==> config.mk <==
export PLATFORM = sky130hd
export DESIGN_NAME = adj_button_conditioner
export DESIGN_NICKNAME = d
export VERILOG_FILES = /design/src/rtl/vga_clock_pkg.sv /design/src/rtl/adj_btn_channel.sv /design/src/rtl/adj_button_conditioner.sv
export SDC_FILE = /design/constraint.sdc
export NUM_CORES = 1
export LEC_CHECK = 0
export CAP_MARGIN = 20
export CORE_UTILIZATION = 40
export CTS_CLUSTER_DIAMETER = 200
export DETAILED_ROUTE_END_ITERATION = 12
export GPL_ROUTABILITY_DRIVEN = 0
export SLEW_MARGIN = 5
export SYNTH_ARGS = -nofsm -noshare
export SYNTH_HDL_FRONTEND = slang
export SYNTH_HIERARCHICAL = 1
export SYNTH_SLANG_ARGS = --single-unit
==> constraint.sdc <==
create_clock -name clk -period 7.83 [get_ports clk]
set_clock_uncertainty 0.15 [all_clocks]
set_input_delay 1.566 -clock clk [delete_from_list [all_inputs] [get_ports clk]]
set_output_delay 1.566 -clock clk [all_outputs]
set_load 0.02 [all_outputs]
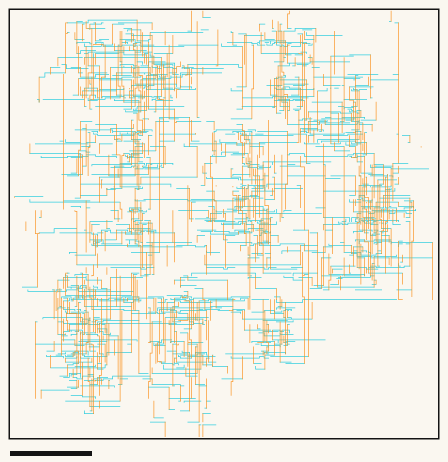
Fig. 1. Wiring by layer.
Scale bar: 20 um. Two of the layers only.
legend:
  cyan:
    layer: M1
    wire_length: 3810 um
  orange:
    layer: M2
    wire_length: 3720 um
gr usage total: 15.5%
drt wl/cell: 13.2 um

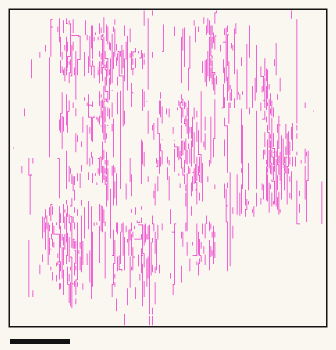
Fig. 2. The metal 2 layer.
Scale bar: 20 um.
main direction: vertical
share of all routed wire: 48%
drt total wl: 7740 um
GRT met2 Usage: 23.9%

==> impl_metrics.json <==
{
  "clkSinkCount": 72,
  "hold_ws_ps": 202,
  "final_nets": 488,
  "cts-root-buf": "clkbuf_8",
  "grt-ovfl-total": 0,
  "final_cell_mix": "dfrtp_1 (72), nor2_1 (42), ha_1 (37)",
  "die_h_um": 105,
  "slowest_stage": "or4b_1",
  "maxSlewHeadroom_pct": 39.8,
  "grt_max_degree": 73,
  "cp.required_ps": 7890,
  "largest_class": "combinational gates",
  "cp.arrival_ps": 4090,
  "p_clk_mw": 0.329,
  "cts_resized": 0,
  "synth_flops": 72,
  "seq_share_pct": 38.3,
  "power.total_mw": 0.714,
  "place_area_um2": 4490,
  "cp-end-kind": "flip-flop",
  "maxPowerGroup": "sequential cells",
  "place_hpwl_um": 5320,
  "yosys.area.top_type_share_pct": 42.8,
  "dp_slack_ps": 3800,
  "power_density_nw_per_um2": 152,
  "p_comb_mw": 0.0104,
  "tns_ps": 0,
  "holdPathStages": 0,
  "pwr-share-seq_pct": 52.4,
  "worst_slack_ps": 3810,
  "ys_seq_share_pct": 42.8,
  "sh_comb_area_pct": 49.1,
  "pwr-share-comb_pct": 1.5,
  "drt_iter0_markers": 190,
  "critPathLaunchType": "flip-flop",
  "cp.depth": 12,
  "worstSetupPathType": "reg -> reg",
  "h-tree-depth": 3,
  "r2r_slack_ps": 3810,
  "outcome": "finished, final reports clean",
  "p_sw_share_pct": 20.1,
  "ios": 11,
  "buffers": 11,
  "syn_area_um2": 4210,
  "core_um2": 10300,
  "worstMarginPinSlew_ps": 902,
  "n_all_inverters": 27,
  "fp.dieW_um": 105,
  "drv_cap": 0,
  "yosys.area.top_type": "dfrtp_1",
  "dp_cells": 571,
  "p_int_mw": 0.570,
  "hold_buffers": 0,
  "grt_antenna_before_repair": 0,
  "peakVddDrop_mv": 0.0878,
  "vias": 3127,
  "switchingPower_mw": 0.143,
  "grt_pass1_vias": 3024,
  "ys_types": 41,
  "layout-area-overhead-vs-synth_pct": 11.8
}
[cells by family after synthesis]
group	count (synthesis)	share of synthesized area, %
AND/OR/NAND/NOR	176	22.9
XOR/XNOR	19	3.95
buffers and inverters	28	2.58
AND-OR/OR-AND	79	13.5
flip-flops	72	42.8
adder cells (fa/ha/maj)	37	11.0
multiplexers	14	3.33
[layer usage]
| layer | vias up | track usage, % | share of wire [%] | routed length, um |
|---|---|---|---|---|
| met2 | 31 | 23.9 | 48 | 3720 |
| met5 | - | 0 | 0 | 0 |
| met1 | 1522 | 20.4 | 49 | 3810 |
| met4 | 0 | 8.05 | 0.48 | 37 |
| li1 | 1572 | - | - | - |
| met3 | 2 | 3.18 | 2.2 | 169 |
No activity file was given, so power comes from the tool's default toggle rates.
